**config.mk**
```make
export PLATFORM = sky130hd
export DESIGN_NAME = uart_tx_regfile_flat
export DESIGN_NICKNAME = d
export VERILOG_FILES = /design/src/rtl/uart_tx_regfile_if.sv /design/src/rtl/uart_tx_regfile.sv /design/src/flat_wrapper.sv
export SDC_FILE = /design/constraint.sdc
export NUM_CORES = 1
export LEC_CHECK = 0
export CORE_ASPECT_RATIO = 0.8
export CORE_MARGIN = 4
export CORE_UTILIZATION = 45
export DETAILED_ROUTE_END_ITERATION = 10
export PLACE_DENSITY = 0.78
export SETUP_SLACK_MARGIN = 0.4
export SLEW_MARGIN = 20
export SYNTH_ARGS = -nofsm -noshare
export SYNTH_HDL_FRONTEND = slang
export SYNTH_SLANG_ARGS = --single-unit
```
**constraint.sdc**
```tcl
create_clock -name clk -period 3.8 [get_ports clk]
set_clock_uncertainty 0.15 [all_clocks]
set_input_delay 0.76 -clock clk [delete_from_list [all_inputs] [get_ports clk]]
set_output_delay 0.76 -clock clk [all_outputs]
set_load 0.05 [all_outputs]
```
**src/rtl/uart_tx_regfile_if.sv**
```systemverilog
// rtl/uart_tx_regfile_if.sv - 4x8 register bus between host and UART transmit register file
//  wBus       write data, stable while a strobe is high
//  we0..we3   level write strobes for TXDATA, STATUS, CTRL, BAUDDIV (asynchronous to clk)
//  rBus0..3   register read values
interface uart_tx_regfile_if;
    logic [7:0] wBus;
    logic       we0;
    logic       we1;
    logic       we2;
    logic       we3;
    logic [7:0] rBus0;
    logic [7:0] rBus1;
    logic [7:0] rBus2;
    logic [7:0] rBus3;

    modport master (
        output wBus, we0, we1, we2, we3,
        input  rBus0, rBus1, rBus2, rBus3
    );

    modport slave (
        input  wBus, we0, we1, we2, we3,
        output rBus0, rBus1, rBus2, rBus3
    );
endinterface

```
**src/rtl/uart_tx_regfile.sv**
```systemverilog
// rtl/uart_tx_regfile.sv - UART register file, TX FIFO and serial transmit engine
//  clk    system clock, rising edge
//  rst_n  asynchronous active-low reset
//  bus    register bus (slave side): strobes in, read values out
//  txd    serial output, idle high
//  irq    level interrupt: irq_en & empty & ~busy
module uart_tx_regfile #(
    parameter int         FIFO_DEPTH    = 4,
    parameter int         SYNC_STAGES   = 2,
    parameter logic [7:0] RESET_BAUDDIV = 8'd103
) (
    input  logic                clk,
    input  logic                rst_n,
    uart_tx_regfile_if.slave    bus,
    output logic                txd,
    output logic                irq
);
    localparam int         PW     = $clog2(FIFO_DEPTH);
    localparam logic [3:0] DEPTH4 = 4'(FIFO_DEPTH);

    typedef enum logic [2:0] {IDLE, START, DATA, PARITY, STOP} state_t;

    logic [SYNC_STAGES-1:0][3:0] sync_q, sync_d;
    logic [3:0]    we_prev_q, we_prev_d;
    logic [3:0]    commit;
    logic [3:0]    ctrl_q, ctrl_d;
    logic [7:0]    bauddiv_q, bauddiv_d;
    logic          ovf_q, ovf_d;
    logic [7:0]    mem_q [FIFO_DEPTH];
    logic [7:0]    mem_d [FIFO_DEPTH];
    logic [PW-1:0] wr_ptr_q, wr_ptr_d, rd_ptr_q, rd_ptr_d;
    logic [3:0]    count_q, count_d;
    state_t        state_q, state_d;
    logic [7:0]    baud_cnt_q, baud_cnt_d;
    logic [7:0]    div_q, div_d;
    logic [7:0]    shift_q, shift_d;
    logic [2:0]    bit_cnt_q, bit_cnt_d;
    logic          par_en_q, par_en_d;
    logic          par_bit_q, par_bit_d;
    logic          txd_q, txd_d;
    logic          irq_q, irq_d;
    logic          pop, push_ok, tick;

    always_comb begin
        // Strobe synchroniser; a commit is the rising edge of the synced level.
        sync_d    = {sync_q[SYNC_STAGES-2:0], {bus.we3, bus.we2, bus.we1, bus.we0}};
        we_prev_d = sync_q[SYNC_STAGES-1];
        commit    = sync_q[SYNC_STAGES-1] & ~we_prev_q;

        // The engine only pops from IDLE, so a push into an empty FIFO is never popped the same cycle.
        pop     = (state_q == IDLE) && ctrl_q[0] && (count_q != 4'd0);
        push_ok = commit[0] && ((count_q != DEPTH4) || pop);

        mem_d    = mem_q;
        wr_ptr_d = wr_ptr_q;
        rd_ptr_d = rd_ptr_q;
        if (push_ok) begin
            mem_d[wr_ptr_q] = bus.wBus;
            wr_ptr_d        = wr_ptr_q + PW'(1);
        end
        if (pop) begin
            rd_ptr_d = rd_ptr_q + PW'(1);
        end
        count_d = count_q + {3'b000, push_ok} - {3'b000, pop};

        ovf_d = ovf_q;
        if (commit[1] && bus.wBus[3]) ovf_d = 1'b0;
        if (commit[0] && !push_ok)    ovf_d = 1'b1;

        ctrl_d    = commit[2] ? bus.wBus[3:0] : ctrl_q;
        bauddiv_d = commit[3] ? bus.wBus : bauddiv_q;

        // Transmit engine; divider and parity settings are latched per frame.
        state_d    = state_q;
        baud_cnt_d = baud_cnt_q + 8'd1;
        bit_cnt_d  = bit_cnt_q;
        shift_d    = shift_q;
        div_d      = div_q;
        par_en_d   = par_en_q;
        par_bit_d  = par_bit_q;
        tick       = (baud_cnt_q == div_q);
        case (state_q)
            IDLE: begin
                baud_cnt_d = 8'd0;
                if (pop) begin
                    shift_d   = mem_q[rd_ptr_q];
                    div_d     = bauddiv_q;
                    par_en_d  = ctrl_q[1];
                    par_bit_d = (^mem_q[rd_ptr_q]) ^ ctrl_q[2];
                    state_d   = START;
                end
            end
            START: begin
                if (tick) begin
                    baud_cnt_d = 8'd0;
                    bit_cnt_d  = 3'd0;
                    state_d    = DATA;
                end
            end
            DATA: begin
                if (tick) begin
                    baud_cnt_d = 8'd0;
                    if (bit_cnt_q == 3'd7) begin
                        state_d = par_en_q ? PARITY : STOP;
                    end else begin
                        bit_cnt_d = bit_cnt_q + 3'd1;
                        shift_d   = {1'b0, shift_q[7:1]};
                    end
                end
            end
            PARITY: begin
                if (tick) begin
                    baud_cnt_d = 8'd0;
                    state_d    = STOP;
                end
            end
            STOP: begin
                if (tick) begin
                    baud_cnt_d = 8'd0;
                    state_d    = IDLE;
                end
            end
            default: state_d = IDLE;
        endcase

        // Outputs are registered from next-state values so they line up with the state flops.
        case (state_d)
            START:   txd_d = 1'b0;
            DATA:    txd_d = shift_d[0];
            PARITY:  txd_d = par_bit_d;
            default: txd_d = 1'b1;
        endcase
        irq_d = ctrl_d[3] && (count_d == 4'd0) && (state_d == IDLE);
    end

    always_ff @(posedge clk or negedge rst_n) begin
        if (!rst_n) begin
            sync_q     <= '0;
            we_prev_q  <= 4'd0;
            ctrl_q     <= 4'd0;
            bauddiv_q  <= RESET_BAUDDIV;
            ovf_q      <= 1'b0;
            for (int i = 0; i < FIFO_DEPTH; i++) mem_q[i] <= 8'd0;
            wr_ptr_q   <= '0;
            rd_ptr_q   <= '0;
            count_q    <= 4'd0;
            state_q    <= IDLE;
            baud_cnt_q <= 8'd0;
            div_q      <= 8'd0;
            shift_q    <= 8'd0;
            bit_cnt_q  <= 3'd0;
            par_en_q   <= 1'b0;
            par_bit_q  <= 1'b0;
            txd_q      <= 1'b1;
            irq_q      <= 1'b0;
        end else begin
            sync_q     <= sync_d;
            we_prev_q  <= we_prev_d;
            ctrl_q     <= ctrl_d;
            bauddiv_q  <= bauddiv_d;
            ovf_q      <= ovf_d;
            mem_q      <= mem_d;
            wr_ptr_q   <= wr_ptr_d;
            rd_ptr_q   <= rd_ptr_d;
            count_q    <= count_d;
            state_q    <= state_d;
            baud_cnt_q <= baud_cnt_d;
            div_q      <= div_d;
            shift_q    <= shift_d;
            bit_cnt_q  <= bit_cnt_d;
            par_en_q   <= par_en_d;
            par_bit_q  <= par_bit_d;
            txd_q      <= txd_d;
            irq_q      <= irq_d;
        end
    end

    assign bus.rBus0 = 8'h00;
    assign bus.rBus1 = {count_q, ovf_q, (state_q != IDLE), (count_q == DEPTH4), (count_q == 4'd0)};
    assign bus.rBus2 = {4'b0000, ctrl_q};
    assign bus.rBus3 = bauddiv_q;
    assign txd       = txd_q;
    assign irq       = irq_q;
endmodule
```
**src/flat_wrapper.sv**
```systemverilog
// flat-port wrapper written by rule: the top's interface ports become plain ports
module uart_tx_regfile_flat 
#(
    parameter int         FIFO_DEPTH    = 4,
    parameter int         SYNC_STAGES   = 2,
    parameter logic [7:0] RESET_BAUDDIV = 8'd103
)
  (clk, rst_n, txd, irq, bus_wBus, bus_we0, bus_we1, bus_we2, bus_we3, bus_rBus0, bus_rBus1, bus_rBus2, bus_rBus3);
  uart_tx_regfile_if bus_i ();
  input  logic clk;
  input  logic rst_n;
  output logic txd;
  output logic irq;
  input wire logic [$bits(bus_i.wBus)-1:0] bus_wBus;
  input wire logic [$bits(bus_i.we0)-1:0] bus_we0;
  input wire logic [$bits(bus_i.we1)-1:0] bus_we1;
  input wire logic [$bits(bus_i.we2)-1:0] bus_we2;
  input wire logic [$bits(bus_i.we3)-1:0] bus_we3;
  output wire logic [$bits(bus_i.rBus0)-1:0] bus_rBus0;
  output wire logic [$bits(bus_i.rBus1)-1:0] bus_rBus1;
  output wire logic [$bits(bus_i.rBus2)-1:0] bus_rBus2;
  output wire logic [$bits(bus_i.rBus3)-1:0] bus_rBus3;
  assign bus_i.wBus = bus_wBus;
  assign bus_i.we0 = bus_we0;
  assign bus_i.we1 = bus_we1;
  assign bus_i.we2 = bus_we2;
  assign bus_i.we3 = bus_we3;
  assign bus_rBus0 = bus_i.rBus0;
  assign bus_rBus1 = bus_i.rBus1;
  assign bus_rBus2 = bus_i.rBus2;
  assign bus_rBus3 = bus_i.rBus3;
  uart_tx_regfile #(.FIFO_DEPTH(FIFO_DEPTH), .SYNC_STAGES(SYNC_STAGES), .RESET_BAUDDIV(RESET_BAUDDIV)) u_core (.clk(clk), .rst_n(rst_n), .bus(bus_i), .txd(txd), .irq(irq));
endmodule
```
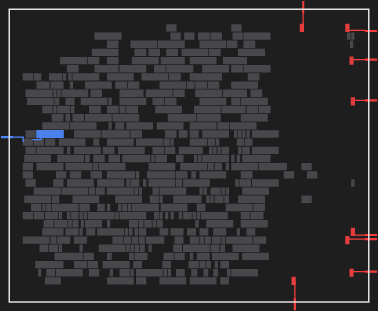
*Wires at chosen ports, followed through buffers*
(3 px per um)
legend:
  bus_we2:
    color: blue
    bits: 1
    direction: input
    edge: west
    end_cells: 1
    buffers: 1
    wire: 9.60 um
  bus_rBus0:
    color: red
    bits: 8
    direction: output
    edge: 6 east, 1 north, 1 south
    end_cells: 8
    buffers: 0
    wire: 44.4 um
num ports: 48
I/O Buffers: 35

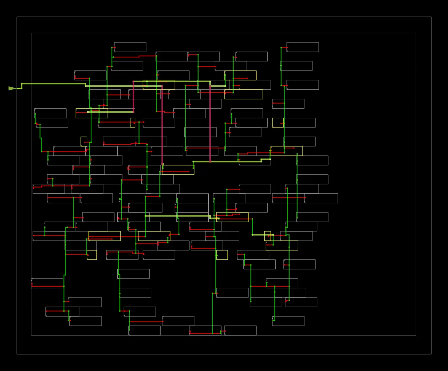
*Clock wiring as the flow saved it*
P_clk: 0.897 mW
clk_lat worst skew: 340 ps
flop count: 99

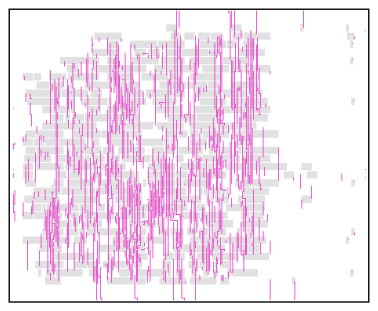
*Metal 2*
(3 px per um) Cells faint in the background.
longest straight run: 51.3 um
nets with wire on the layer: 358
share of all routed wire: 47%
final WL: 8.86 mm
vias after detailed routing: 2698

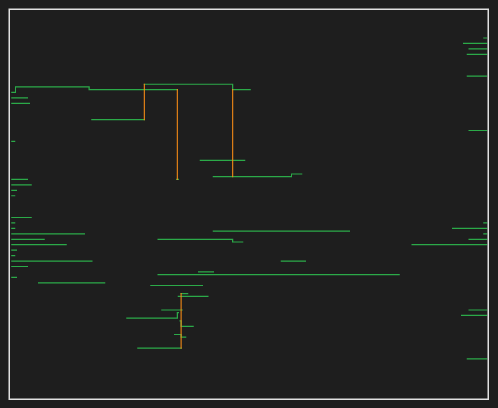
*Metal layers overlaid*
(4 px per um) Only two layers are drawn.
legend:
  met4:
    color: orange
    wire_length: 66.6 um
  met3:
    color: green
    wire_length: 486 um
gr usage total: 15.9%
WL/cell: 16.8 um

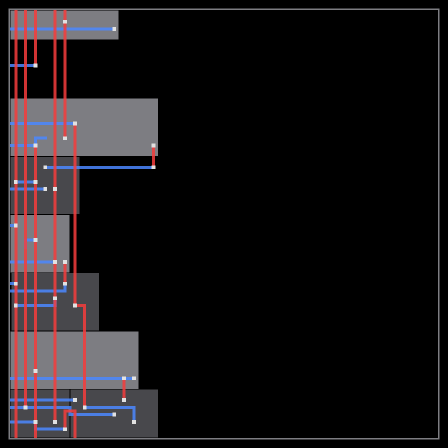
*Layout detail*
Region (80, 63) to (100, 83) um. Cells in gray, sequential cells in the stronger gray; small squares are vias.
legend:
  met2:
    color: red
  met1:
    color: blue
most frequent: mux2_1 (4), dfrtp_1 (3)
cells with their middle in the window: 7
netlist names of flops here include: u_core.mem_q (3)
sequential cells in the window: 3

==> flow_metrics.env <==
# source this file to load flow results
export IMPL_drtIter0Drc=109
export IMPL_ys_warn_count=0
export IMPL_antenna_left=0
export IMPL_worst_path_max_fanout=16
export IMPL_inverters=16
export IMPL_ys_sh_mux_pct=16.0
export IMPL_slowest_delay_ps=420
export IMPL_ys_sh_xor_pct=5.49
export IMPL_mi_logic_area_sq_mm=0.00185
export IMPL_clock_buffers=10
export IMPL_finalCriticalPeriod_ps=3220
export IMPL_hold_path_end="u_core.we_prev_d[2]"
export IMPL_power_density_mw_per_mm2=850
export IMPL_power_mw=4.44
export IMPL_clkSinkCount=99
export IMPL_switching_share_pct=36.5
export IMPL_hold_viol_final=0
export IMPL_cts_tree="built"
export IMPL_grt_pass1_vias=2801
export IMPL_cts_setup_buffers=0
export IMPL_slew_headroom_pct=52.7
export IMPL_drv_cap=0
export IMPL_remaining_drc_errors=0
export IMPL_synth_seq_share_pct=55.6
export IMPL_firstDrtPassIters=4
export IMPL_clk_share_pct=5.62
export IMPL_post_route_period_util_pct=84.6
export IMPL_synthFlopType="dfrtp_1"
export IMPL_ir_worst_vdd_uv=547
export IMPL_yosysUniqueCellTypes=48
export IMPL_path_cells="inv_1 > ha_1 > or3b_1 > nand3_4 > inv_2 > ha_1 > inv_1 > ha_1 > inv_1 > fa_1 > xnor2_1 > nor4b_1 > nor4b_2"
export IMPL_crit_family="simple AND/OR/NAND/NOR gates"
export IMPL_edf_count=0
export IMPL_dpl_worst_slack_ps=541
export IMPL_ff2ff_path_depth=13
export IMPL_antenna_found_initial=0
export IMPL_hold_class="reg -> reg"
export IMPL_dieArea_sq_mm=0.0116
export IMPL_drt_met1_wl_mm=4.12
export IMPL_htreeDepth=3
export IMPL_die_size_y_um=97.1
export IMPL_area_delta_synth_final_pct=17.1
export IMPL_ys_chip_area_sq_mm=0.00447
export IMPL_die_width_um=119
export IMPL_place_area_sq_mm=0.00491
export IMPL_status="complete, no violations"
export IMPL_dp_cells=513
export IMPL_fin_nets=416
export IMPL_cts_buffer_depth=2
export IMPL_top_layer="met4"
export IMPL_seq_power_mw=1.75
export IMPL_dp_hpwl_mm=6.38
export IMPL_rsz0062_at_grt="false"
export IMPL_top_power_group="combinational cells"
export IMPL_end_kind="flop"
export IMPL_rrSetupSlack_ps=580
export IMPL_ff_latch_area_sq_mm=0.00249
export IMPL_finalMaxSlewViolations=0
export IMPL_crit_start="u_core.count_q[2]"
export IMPL_ys_top_logic_family="multiplexers"
export IMPL_synth_simple_area_share_pct=9.69
export IMPL_met1_usage_pct=22.7
export IMPL_yosys_cell_count_top_type="dfrtp_1"
export IMPL_use_met3_pct=4.60
export IMPL_pwr_share_seq_pct=39.4
export IMPL_lay_top_cells="dfrtp_1 (91), nand2_1 (50), clkdlybuf4s50_1 (34)"
export IMPL_p_int_mw=2.82
export IMPL_synth_compound_area_share_pct=4.60
export IMPL_grt_max_degree=59
export IMPL_stdcell_count=529
export IMPL_via_per_inst=5.10
export IMPL_common_cells="dfrtp_1 (93), nand2_1 (50), mux2_1 (32)"
export IMPL_fin_util_pct=54.2
export IMPL_syn_avg_cell_area_sq_um=12.8
export IMPL_warning_count=30
export IMPL_met3_length_um=486
export IMPL_numCtsBuffers=9
export IMPL_fillCellCount=760
export IMPL_rows=32
export IMPL_wl_met2_mm=4.19
export IMPL_netlist_area_sq_mm=0.00447
export IMPL_crit_cells=13
export IMPL_endpoint="u_core.irq"
export IMPL_layout_top_cell="dfrtp_1"
export IMPL_pwr_share_clk_pct=20.2
export IMPL_largest_class="sequential cells"
export IMPL_ys_sh_adder_pct=4.09
export IMPL_cp_arrival_ps=3320
export IMPL_comb_share_pct=35.3
export IMPL_holdWs_ps=202
export IMPL_reg2reg_to="u_core.irq"
export IMPL_core_region_area_sq_mm=0.00965
Power figures rest on the tool's default switching activity, not on a simulated workload.
